## config.mk

```make
export PLATFORM = sky130hd
export DESIGN_NAME = instruction_fetch
export DESIGN_NICKNAME = d
export VERILOG_FILES = /design/src/rtl/fetch_pkg.sv /design/src/rtl/fetch_next_pc.sv /design/src/rtl/instruction_fetch.sv
export SDC_FILE = /design/constraint.sdc
export NUM_CORES = 1
export LEC_CHECK = 0
export ABC_AREA = 1
export CELL_PAD_IN_SITES_DETAIL_PLACEMENT = 1
export CELL_PAD_IN_SITES_GLOBAL_PLACEMENT = 2
export CORE_MARGIN = 5
export CORE_UTILIZATION = 17
export CTS_CLUSTER_SIZE = 16
export DETAILED_ROUTE_END_ITERATION = 8
export PLACE_DENSITY = 0.78
export SETUP_SLACK_MARGIN = 0.02
export SYNTH_ARGS = -nofsm -noshare
export SYNTH_HDL_FRONTEND = slang
export SYNTH_SLANG_ARGS = --single-unit
```

## constraint.sdc

```tcl
create_clock -name clk -period 1.6 [get_ports clk]
set_input_delay 0.32 -clock clk [delete_from_list [all_inputs] [get_ports clk]]
set_output_delay 0.32 -clock clk [all_outputs]
set_load 0.02 [all_outputs]
```

## src/rtl/fetch_pkg.sv

```systemverilog
`default_nettype none
// ============================================================================
//  Module      : fetch_pkg
//  Description : Shared constants and types for the instruction fetch stage:
//                default PC / memory widths, reset PC, instruction width and
//                the {pc, instr} bundle handed to decode.
//  Revision    : 1.0  initial release
// ============================================================================
package fetch_pkg;

  localparam int          PC_W_DEF     = 32;
  localparam int          IMEM_AW_DEF  = 7;
  localparam logic [31:0] RESET_PC_DEF = 32'h0000_0000;
  localparam int          INSTR_W      = 32;

  // Fetch-to-decode payload; pc is sized at the default PC width
  typedef struct packed {
    logic [PC_W_DEF-1:0] pc;
    logic [INSTR_W-1:0]  instr;
  } fetch_out_t;

endpackage : fetch_pkg
`default_nettype wire

```

## src/rtl/fetch_next_pc.sv

```systemverilog
`default_nettype none
// ============================================================================
//  Module      : fetch_next_pc
//  Description : Next-PC priority mux and sequential incrementer. Selects the
//                PC whose word is addressed this cycle: redirect target, the
//                current PC (priming after reset or holding on a stall), or
//                the sequential successor. Redirect targets are word-aligned
//                here so the PC register only ever holds aligned values.
//  Revision    : 1.0  initial release
// ============================================================================
module fetch_next_pc #(
  parameter int PC_W = 32
) (
  input  logic [PC_W-1:0] i_pc_q,
  input  logic            i_vld_q,
  input  logic            i_stall,
  input  logic            i_redirect_valid,
  input  logic [PC_W-1:0] i_redirect_pc,
  output logic [PC_W-1:0] o_nxt_pc
);

  localparam logic [PC_W-1:0] C_ALIGN_MASK = ~PC_W'(3);
  localparam logic [PC_W-1:0] C_INSN_BYTES = PC_W'(4);

  // Priority: redirect, then prime/hold, then sequential (wraps mod 2^PC_W)
  always_comb begin
    o_nxt_pc = i_pc_q + C_INSN_BYTES;
    if (i_redirect_valid) begin
      o_nxt_pc = i_redirect_pc & C_ALIGN_MASK;
    end else if (!i_vld_q || i_stall) begin
      o_nxt_pc = i_pc_q;
    end
  end

endmodule : fetch_next_pc
`default_nettype wire

```

## src/rtl/instruction_fetch.sv

```systemverilog
`default_nettype none
// ============================================================================
//  Module      : instruction_fetch
//  Description : PC generator and fetch stage feeding a 1-cycle-latency
//                synchronous instruction memory. The PC register tracks the
//                address whose word is currently on imem_data, so the
//                returned word is passed straight through alongside it.
//                Stalls re-read the same word to keep the data stable.
//  Options     : FETCH_MISALIGN_CHK_EN - when defined, a redirect to a
//                non-word-aligned target raises a sticky fetch_fault that
//                suppresses out_valid until an aligned redirect or reset.
//  Revision    : 1.0  initial release
// ============================================================================
module instruction_fetch
  import fetch_pkg::*;
#(
  parameter int              PC_W     = PC_W_DEF,
  parameter int              IMEM_AW  = IMEM_AW_DEF,
  parameter logic [PC_W-1:0] RESET_PC = PC_W'(RESET_PC_DEF)
) (
  input  logic               clk,
  input  logic               rst,
  output logic [IMEM_AW-1:0] imem_addr,
  input  logic [INSTR_W-1:0] imem_data,
  input  logic               redirect_valid,
  input  logic [PC_W-1:0]    redirect_pc,
  output logic               out_valid,
  input  logic               out_ready,
  output logic [PC_W-1:0]    out_pc,
  output logic [INSTR_W-1:0] out_instr,
  output logic               fetch_fault
);

  logic [PC_W-1:0] r_pc;
  logic            r_vld;
  logic            w_fault;
  logic            w_out_valid;
  logic            w_stall;
  logic [PC_W-1:0] w_nxt_pc;
  fetch_out_t      w_out;

  assign w_out_valid = r_vld & ~w_fault;
  assign w_stall     = w_out_valid & ~out_ready;

  fetch_next_pc #(
    .PC_W (PC_W)
  ) u_next_pc (
    .i_pc_q           (r_pc),
    .i_vld_q          (r_vld),
    .i_stall          (w_stall),
    .i_redirect_valid (redirect_valid),
    .i_redirect_pc    (redirect_pc),
    .o_nxt_pc         (w_nxt_pc)
  );

  // The memory sees the next PC now and returns its word as r_pc updates
  assign imem_addr = w_nxt_pc[IMEM_AW+1:2];

  // PC of the word arriving on imem_data; valid from the first edge after reset
  always_ff @(posedge clk or posedge rst) begin
    if (rst) begin
      r_pc  <= RESET_PC;
      r_vld <= 1'b0;
    end else begin
      r_pc  <= w_nxt_pc;
      r_vld <= 1'b1;
    end
  end

`ifdef FETCH_MISALIGN_CHK_EN
  logic r_fault;

  // Sticky misalignment flag, re-evaluated on every redirect
  always_ff @(posedge clk or posedge rst) begin
    if (rst) begin
      r_fault <= 1'b0;
    end else if (redirect_valid) begin
      r_fault <= |redirect_pc[1:0];
    end
  end

  assign w_fault = r_fault;
`else
  assign w_fault = 1'b0;
`endif

  // Assemble the decode payload; the instruction is a pure pass-through
  always_comb begin
    w_out       = '0;
    w_out.pc    = PC_W_DEF'(r_pc);
    w_out.instr = imem_data;
  end

  assign out_valid   = w_out_valid;
  assign out_pc      = w_out.pc[PC_W-1:0];
  assign out_instr   = w_out.instr;
  assign fetch_fault = w_fault;

endmodule : instruction_fetch
`default_nettype wire

```

io_placement.png
Pins as bars across the die edge, other pins in grey.
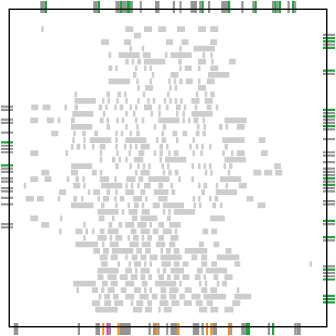
Orange is `imem_addr`, pins 7, direction output, edge bottom. Green is `out_instr`, pins 32, direction output, edge 16 right, 11 top, 3 bottom, 2 left. Magenta is `out_ready`, pins 1, direction input, edge bottom.
All pins by edge: 42 bottom, 40 right, 39 top, 20 left.
die width: 132 um
Die Span Y: 132 um
# port buffers: 71

==> flow_summary.json <==
{
  "outcome": "complete, but fails checks",
  "violations": "negative setup slack",
  "swShare_pct": 33.6,
  "powerSeq_uw": 994,
  "drive_gt1_share_pct": 27.9,
  "wire_per_inst_um": 14.3,
  "highest_layer": "met4",
  "synth_cell_types": 28,
  "seq_area_share_pct": 20.3,
  "place.gp.congestion": 0.813,
  "placed_cells": 628,
  "design_area_um2": 3880,
  "ys_warn_count": 0,
  "via_per_inst": 4.06,
  "busiest_layer": "met2",
  "grt_max_degree": 32,
  "synth-simple-area-share_pct": 41.5,
  "cts_tree": "done",
  "first_pass_iters": 4,
  "mux_share_pct": 0,
  "lay_top_count": "nand2_1",
  "hold_violations": 0,
  "start_kind": "flop",
  "most_common_cell": "nand2_1",
  "first_global_vias": 2876,
  "holdWs_ps": 387,
  "antenna_found_initial": 0,
  "buffer_area_share_pct": 27.6,
  "cp_max_fo": 3,
  "fin_ws_ps": -239,
  "post_cts_buffers": 15,
  "wirelength_mm": 9.33,
  "r2r_cells": 11,
  "cts_hold_buf": 0,
  "p_sw_uw": 976,
  "slew_violations": 0,
  "top_area_share_pct": 30.8,
  "synthToLayoutAreaGrowth_pct": 54.0,
  "fillerInstances": 1815,
  "met3_length_um": 336,
  "crit_path_end": "imem_addr[6]",
  "numClockSinks": 31,
  "n_all_buffers": 119,
  "rows": 44,
  "synth-xor-area-share_pct": 1.74,
  "rsz0062_at_grt": "yes",
  "grt_pass1_wl_mm": 15.2,
  "p_int_uw": 1930,
  "max_stage_delay_ps": 450,
  "synth-edff-count": 0,
  "clk_pin_slew_ps": 50,
  "finalSetupViolations": 9,
  "met1_length_mm": 4.05,
  "logic_gates": 268,
  "flop_cell": "dfrtp_1",
  "warnings": 30,
  "flop_area_um2": 787,
  "power_leader": "clock",
  "p_comb_share_pct": 30.0,
  "yosys.area_share.aoi_pct": 5.02,
  "critPathArrivalTime_ps": 1520,
  "ys_cells": 389,
  "use_met3_pct": 2.37,
  "startpoint": "out_pc[3]",
  "synthTopCellsByCount": "nand2_1, nand3_1, buf_4, nor2_1, inv_1",
  "worst_ep_required_time_ps": 1280,
  "met1_usage_pct": 12.9,
  "crit_type": "flop to output port",
  "worst_path_max_delay_cell": "dfrtp_2",
  "clk_path_buf_depth": 2,
  "fmax_mhz": 544,
  "p_seq_share_pct": 34.2,
  "grt_remaining_overflow": 0,
  "synth-adder-area-share_pct": 0.497,
  "clock_latency_ps": 280,
  "power_clock_uw": 1040,
  "area_leaders": "dfrtp_1, nand2_1, buf_4",
  "grtUsageTotal_pct": 10.7,
  "synth_flops": 31,
  "comb_share_pct": 37.8,
  "postSynthCellCount": 389,
  "synthArstFlopShare_pct": 100,
  "seq_cell_count": 31,
  "synth_chip_area_um2": 2520
}
clk_routes.png
Bar = 50 um.
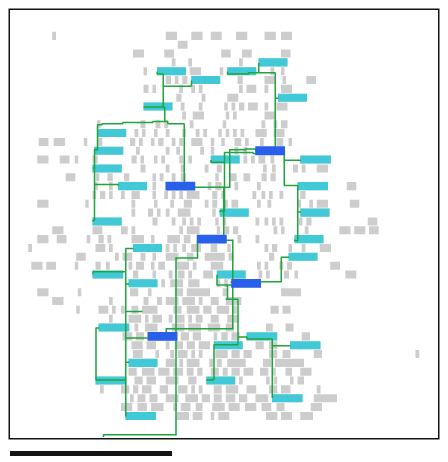
Blue is clock drivers, count 5. Cyan is flip-flops, count 31. Green is clock wires, length 668 um.
There are 6 routed clock nets.
skew final: 2.71 ps
Clock power frac: 35.8%

Power and IR drop assume default switching activity.
